[src/rtl/store_buffer_pkg.sv]
// Shared types and lane-enable constants for the store buffer and its
// alignment helper.
package store_buffer_pkg;

   // Entry address field is wide enough for any supported AW (< ADDR_MAX).
   localparam int ADDR_MAX = 64;

   typedef enum logic [1:0] {
      ST_NONE = 2'b00,
      ST_B    = 2'b01,
      ST_H    = 2'b10,
      ST_W    = 2'b11
   } st_type_e;

   localparam logic [3:0] BWE_B = 4'b0001;
   localparam logic [3:0] BWE_H = 4'b0011;
   localparam logic [3:0] BWE_W = 4'b1111;

   typedef struct packed {
      logic [ADDR_MAX-1:0] addr;
      logic [3:0]          bwe;
      logic [31:0]         wdata;
   } st_entry_t;

endpackage

[src/rtl/store_align.sv]
// Combinational store alignment: replicates data across byte lanes and
// derives byte enables and misalignment from type and address offset.
module store_align
   import store_buffer_pkg::*;
(
   input  logic [1:0]  i_type,
   input  logic [1:0]  i_off,
   input  logic [31:0] i_data,
   output logic [3:0]  o_bwe,
   output logic [31:0] o_wdata,
   output logic        o_misaligned,
   output logic        o_legal
);

   st_type_e w_type;

   assign w_type = st_type_e'(i_type);

   // Replicating data into every lane lets the enables alone select the target bytes.
   always_comb begin
      o_bwe        = '0;
      o_wdata      = '0;
      o_misaligned = 1'b0;
      case (w_type)
         ST_B: begin
            o_bwe   = BWE_B << i_off;
            o_wdata = {4{i_data[7:0]}};
         end
         ST_H: begin
            if (i_off[0]) begin
               o_misaligned = 1'b1;
            end else begin
               o_bwe   = BWE_H << i_off;
               o_wdata = {2{i_data[15:0]}};
            end
         end
         ST_W: begin
            if (i_off != 2'b00) begin
               o_misaligned = 1'b1;
            end else begin
               o_bwe   = BWE_W;
               o_wdata = i_data;
            end
         end
         default: begin
            o_bwe   = '0;
            o_wdata = '0;
         end
      endcase
   end

   assign o_legal = (w_type != ST_NONE) && !o_misaligned;

endmodule

[src/rtl/store_buffer.sv]
// Store buffer: aligns MEM-stage stores into byte lanes, queues them in a
// small FIFO and drains them to data memory over a req/ack handshake.
module store_buffer
   import store_buffer_pkg::*;
#(
   parameter int DEPTH = 2,
   parameter int AW    = 32
)(
   input  logic                     clk,
   input  logic                     rst,
   input  logic                     st_valid_mem,
   input  logic [1:0]               st_type_mem,
   input  logic [AW-1:0]            st_addr_mem,
   input  logic [31:0]              st_data_mem,
   input  logic                     ld_valid_mem,
   input  logic [AW-1:0]            ld_addr_mem,
   output logic                     st_stall,
   output logic                     ld_stall,
   output logic                     dm_req,
   input  logic                     dm_ack,
   output logic [AW-1:0]            dm_addr,
   output logic [3:0]               dm_bwe,
   output logic [31:0]              dm_wdata,
   output logic                     misalign_err,
   output logic [$clog2(DEPTH):0]   buf_count
);

   localparam int PW = $clog2(DEPTH);
   localparam int CW = PW + 1;

   st_entry_t          r_mem [DEPTH];
   logic [DEPTH-1:0]   r_valid;
   logic [PW-1:0]      r_head;
   logic [PW-1:0]      r_tail;
   logic [CW-1:0]      r_count;
   logic               r_misalign;

   logic [3:0]         w_bwe;
   logic [31:0]        w_wdata;
   logic               w_misaligned;
   logic               w_legal;
   logic               w_full;
   logic               w_enq;
   logic               w_deq;
   logic [CW-1:0]      w_countNext;
   logic [DEPTH-1:0]   w_validNext;
   logic               w_ldHit;
   st_entry_t          w_newEntry;
   st_entry_t          w_head;
   logic               w_unused;

   store_align u_align (
      .i_type       (st_type_mem),
      .i_off        (st_addr_mem[1:0]),
      .i_data       (st_data_mem),
      .o_bwe        (w_bwe),
      .o_wdata      (w_wdata),
      .o_misaligned (w_misaligned),
      .o_legal      (w_legal)
   );

   assign w_full = (r_count == CW'(DEPTH));
   assign w_enq  = st_valid_mem && w_legal && !w_full;
   assign w_deq  = dm_req && dm_ack;
   assign w_head = r_mem[r_head];

   // Only the word address is kept; byte position is already encoded in bwe.
   always_comb begin
      w_newEntry               = '0;
      w_newEntry.addr[AW-1:2]  = st_addr_mem[AW-1:2];
      w_newEntry.bwe           = w_bwe;
      w_newEntry.wdata         = w_wdata;
   end

   always_comb begin
      w_countNext = r_count;
      case ({w_enq, w_deq})
         2'b10:   w_countNext = r_count + CW'(1);
         2'b01:   w_countNext = r_count - CW'(1);
         default: w_countNext = r_count;
      endcase
   end

   always_comb begin
      w_validNext = r_valid;
      if (w_deq) begin
         w_validNext[r_head] = 1'b0;
      end
      if (w_enq) begin
         w_validNext[r_tail] = 1'b1;
      end
   end

   always_ff @(posedge clk) begin
      if (rst) begin
         r_head     <= '0;
         r_tail     <= '0;
         r_count    <= '0;
         r_valid    <= '0;
         r_misalign <= 1'b0;
         for (int i = 0; i < DEPTH; i++) begin
            r_mem[i] <= '0;
         end
      end else begin
         r_misalign <= st_valid_mem && w_misaligned;
         r_count    <= w_countNext;
         r_valid    <= w_validNext;
         if (w_enq) begin
            r_mem[r_tail] <= w_newEntry;
            r_tail        <= r_tail + PW'(1);
         end
         if (w_deq) begin
            r_head <= r_head + PW'(1);
         end
      end
   end

   // An entry leaving this cycle still blocks the load: memory is not yet updated.
   always_comb begin
      w_ldHit = 1'b0;
      for (int i = 0; i < DEPTH; i++) begin
         if (r_valid[i] && (r_mem[i].addr[AW-1:2] == ld_addr_mem[AW-1:2])) begin
            w_ldHit = 1'b1;
         end
      end
   end

   assign ld_stall     = ld_valid_mem && w_ldHit;
   assign st_stall     = w_full;
   assign dm_req       = (r_count != '0);
   assign dm_addr      = dm_req ? {w_head.addr[AW-1:2], 2'b00} : '0;
   assign dm_bwe       = dm_req ? w_head.bwe : '0;
   assign dm_wdata     = dm_req ? w_head.wdata : '0;
   assign misalign_err = r_misalign;
   assign buf_count    = r_count;

   assign w_unused = ^{w_head.addr[ADDR_MAX-1:AW], w_head.addr[1:0], ld_addr_mem[1:0]};

endmodule
[config.mk]
export PLATFORM = sky130hd
export DESIGN_NAME = store_buffer
export DESIGN_NICKNAME = d
export VERILOG_FILES = /design/src/rtl/store_buffer_pkg.sv /design/src/rtl/store_align.sv /design/src/rtl/store_buffer.sv
export SDC_FILE = /design/constraint.sdc
export NUM_CORES = 1
export LEC_CHECK = 0
export CAP_MARGIN = 0
export CORE_ASPECT_RATIO = 0.7
export CORE_MARGIN = 2
export CORE_UTILIZATION = 35
export CTS_BUF_LIST = sky130_fd_sc_hd__clkbuf_16
export DETAILED_ROUTE_END_ITERATION = 10
export PLACE_DENSITY = 0.6
export SETUP_SLACK_MARGIN = 0.4
export SYNTH_ARGS = -nofsm -noshare
export SYNTH_HDL_FRONTEND = slang
export SYNTH_SLANG_ARGS = --single-unit
[constraint.sdc]
create_clock -name clk -period 10 [get_ports clk]
set_input_delay 2 -clock clk [delete_from_list [all_inputs] [get_ports clk]]
set_output_delay 2 -clock clk [all_outputs]
set_load 0.01 [all_outputs]
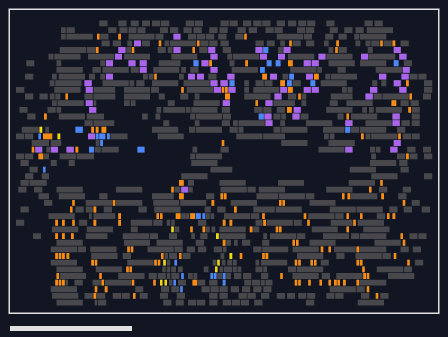
Fig. 1. Gate families picked out.
Scale bar: 50 um.
legend:
  purple:
    family: xor and xnor cells
    cells: 65
    most_used: xnor2_1
  orange:
    family: nor cells
    cells: 156
    most_used: nor2_1
    where: all over the die
  yellow:
    family: inv cells
    cells: 10
    most_used: inv_1
  blue:
    family: nand cells
    cells: 31
    most_used: nand2_1
fin cells: 1071
logic share of the area: 0.291

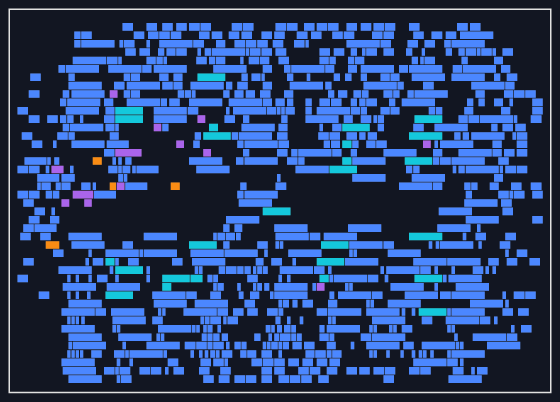
Fig. 2. Drive-strength map.
legend:
  cyan:
    size: _6 and larger
    cells: 26
    share: 3.2%
  blue:
    size: _0 and _1 cells
    cells: 758
    share: 95%
  purple:
    size: _3 and _4 cells
    cells: 13
    share: 1.6%
  orange:
    size: _2 cells
    cells: 4
    share: 0.50%
nonclk buf count: 178
Area Growth Syn to Fin: 34.7%

==> flow_summary_export.csv <==
group,metric,value,unit
power,vdd.ir_drop.worst,170,uV
yosys,yosys_area,0.00718,mm2
min_path,hp-class,"flop to flop",
layout,register_area,0.00413,mm2
layout,lay_top_cells,"clkdlybuf4s50_1, nor2_1, edfxtp_1",
yosys,syn_area,0.00718,mm2
yosys,syn_inst,633,
worst_setup_path,worst-endpoint-arrival,4.28,ns
layout,logic_gate_count,441,
timing,maxSlewViolCount,0,
worst_setup_path,rr_endpoint,"r_mem[1][56]$_SDFFCE_PN0P_",
routing,first_iter_violations,478,
timing,worstMarginPinSlew,1.08,ns
place,place_inst,1039,
worst_setup_path,startpoint,"ld_addr_mem[7]",
yosys,avgSynthCellArea,11.3,um2
layout,lay_top_count,"clkdlybuf4s50_1",
global_route,antenna_found_initial,0,
die,taps,270,
clocking,cts_buffer_depth,2,
clocking,cts_hold_buf,0,
layout,largest_class,"sequential cells",
global_route,grt_max_degree,67,
worst_setup_path,cp-end-kind,"output port",
worst_setup_path,cp.required,8.00,ns
layout,buf_share,0.183,
timing,fin_crit,6.28,ns
routing,via_count,5374,
timing,setup_ws,3.72,ns
routing,via_per_inst,5.02,
timing,setup_viol,0,
timing,finalClockSkew,0.0113,ns
layout,fin_nets,892,
layout,seq_area_frac,0.427,
clocking,cts_tree,"built",
flow_run,max-cap-violations,0,
layout,clkbuf_count,17,
power,power.density,208,mW/mm2
die,io_pins,177,
timing,slew_headroom,0.279,
timing,hold_viol,0,
clocking,clk_pin_slew,0.06,ns
die,die_w,175,um
run_status,outcome,"completed",
routing,drcViolationCount,0,
worst_setup_path,r2r-start,"buf_count[0]$_SDFFE_PP0P_",
yosys,ys_warn_count,0,
global_route,grt_overflow,0,
die,die-area,0.0217,mm2
layout,final_layout_size_suffix_gt1_frac,0.0537,
flow_run,warnings,28,
power,p_total,2010,uW
clocking,cts_sinks,140,
die,fp_util,0.360,
place,pre_cts_slack,3.76,ns
worst_setup_path,r2r_setup_slack,6.27,ns
worst_setup_path,rr_worst_depth,7,
worst_setup_path,endpoint,"ld_stall",
place,globalplace.congestion,0.916,
layout,flops,140,
worst_setup_path,cp-start-kind,"input pin",
clocking,numCtsBuffers,17,
routing,dr.pass1.iters,5,
timing,fmax,159,MHz
timing,rsz0062_at_grt,"false",
clocking,clkLatencyLatePin,0.41,ns
timing,setup_tns,0,ns
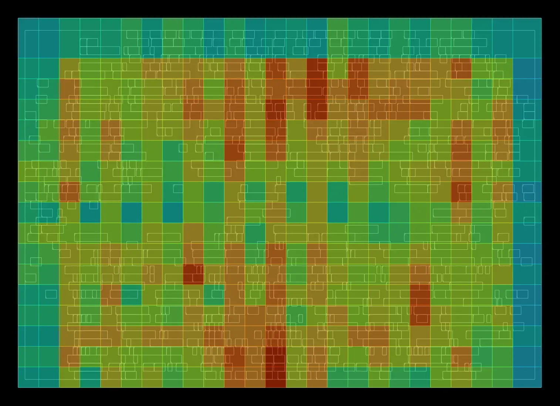
Fig. 3. Track usage over the die.
grt met3 use: 0.0360
grt met2 use: 0.289
final core utilization: 0.484
met1 usage: 0.289
Most Crowded Layer GR: met2

[metal layers]
layer | global-route usage | up-vias | wire length, um | part of all wire
li1 | - | 2529 | - | -
met1 | 0.289 | 2653 | 10100 | 0.49
met2 | 0.289 | 179 | 9270 | 0.44
met3 | 0.0360 | 13 | 1290 | 0.062
met4 | 0.0542 | 0 | 172 | 0.0082
met5 | 0 | - | 0 | 0
[power by group]
group          total [uW]  leakage (uW)  switching (uW)  internal (uW)
registers             745       0.00145            43.4            702
logic                 635       0.00173             337            298
clock network         631      0.000278             259            372
total                2010       0.00345             640           1370
[Yosys cell counts]
master	instances	area [um2]
a221oi_1	8	70.1
conb_1	1	3.75
a211oi_1	1	7.51
buf_6	5	56.3
or3_1	1	6.26
mux2i_1	66	661
a21oi_1	20	100
xor2_1	24	210
o21ai_0	11	55.1
ha_1	1	12.5
nor2b_1	5	31.3
and2b_1	1	7.51
inv_1	10	37.5
nand2_1	14	52.6
edfxtp_1	132	3960
nor4_1	10	62.6
buf_2	10	50.1
and3_1	31	194
nand2b_1	3	18.8
and3b_1	1	8.76
a21boi_0	1	7.51
buf_4	6	45.0
and2_1	40	250
dfxtp_1	8	160
a211oi_2	1	12.5
nand4_1	12	75.1
buf_1	2	7.51
nor2_1	141	529
nand3b_1	1	7.51
nand2_2	1	6.26
o21bai_1	1	7.51
xnor2_1	41	359
and4b_1	1	10.0
clkbuf_1	20	75.1
a21o_1	2	15.0
[worst min-delay path by stage]
| stage | from | endpoint | slack (ns) | cells past startpoint |
|---|---|---|---|---|
| 2_1_floorplan | r_valid[1]$_SDFF_PP0_ | r_valid[1]$_SDFF_PP0_ | 0.45 | 2 |
| 3_3_place_gp | r_head$_SDFFE_PP0P_ | r_valid[0]$_SDFF_PP0_ | 0.52 | 2 |
| 3_5_place_dp | r_valid[1]$_SDFF_PP0_ | r_valid[1]$_SDFF_PP0_ | 0.52 | 2 |
| 4_1_cts | r_valid[1]$_SDFF_PP0_ | r_valid[1]$_SDFF_PP0_ | 0.53 | 2 |
| 5_1_grt | r_valid[1]$_SDFF_PP0_ | r_valid[1]$_SDFF_PP0_ | 0.56 | 2 |
| 6_report | r_valid[1]$_SDFF_PP0_ | r_valid[1]$_SDFF_PP0_ | 0.53 | 2 |
[state kept, by name, summed over array words and instances, names as in the netlist, named ones only]
name and count:
misalign_err 1, r_tail 1, r_head 1, r_valid 2, buf_count 2, r_mem 132
[cell families after synthesis]
logic type / Yosys count / share of synthesized area
multiplexers: 66 / 0.0920
buffers and inverters: 53 / 0.0378
flip-flops: 140 / 0.575
AND-OR/OR-AND: 45 / 0.0384
XOR/XNOR: 65 / 0.0793
adder cells (fa/ha/maj): 1 / 0.00174
other: 1 / 0.000523
AND/OR/NAND/NOR: 262 / 0.176
[per-stage QoR]
step                      instance area [um2]  hold slack (ns)
after floorplan                          7180            0.447
after global placement                   9080            0.520
after detailed placement                 9080            0.522
after CTS                                9670            0.533
after global routing                     9670            0.559
final                                    9670            0.535
[critical path: stages]
cell and delay (ns):
clkdlybuf4s50_1 0.46, xnor2_1 0.35, nand4_1 0.14, nor4_1 0.35
nand4_1 0.11, a21boi_0 0.27, clkdlybuf4s50_1 0.59
No activity file was given, so power comes from the tool's default toggle rates.
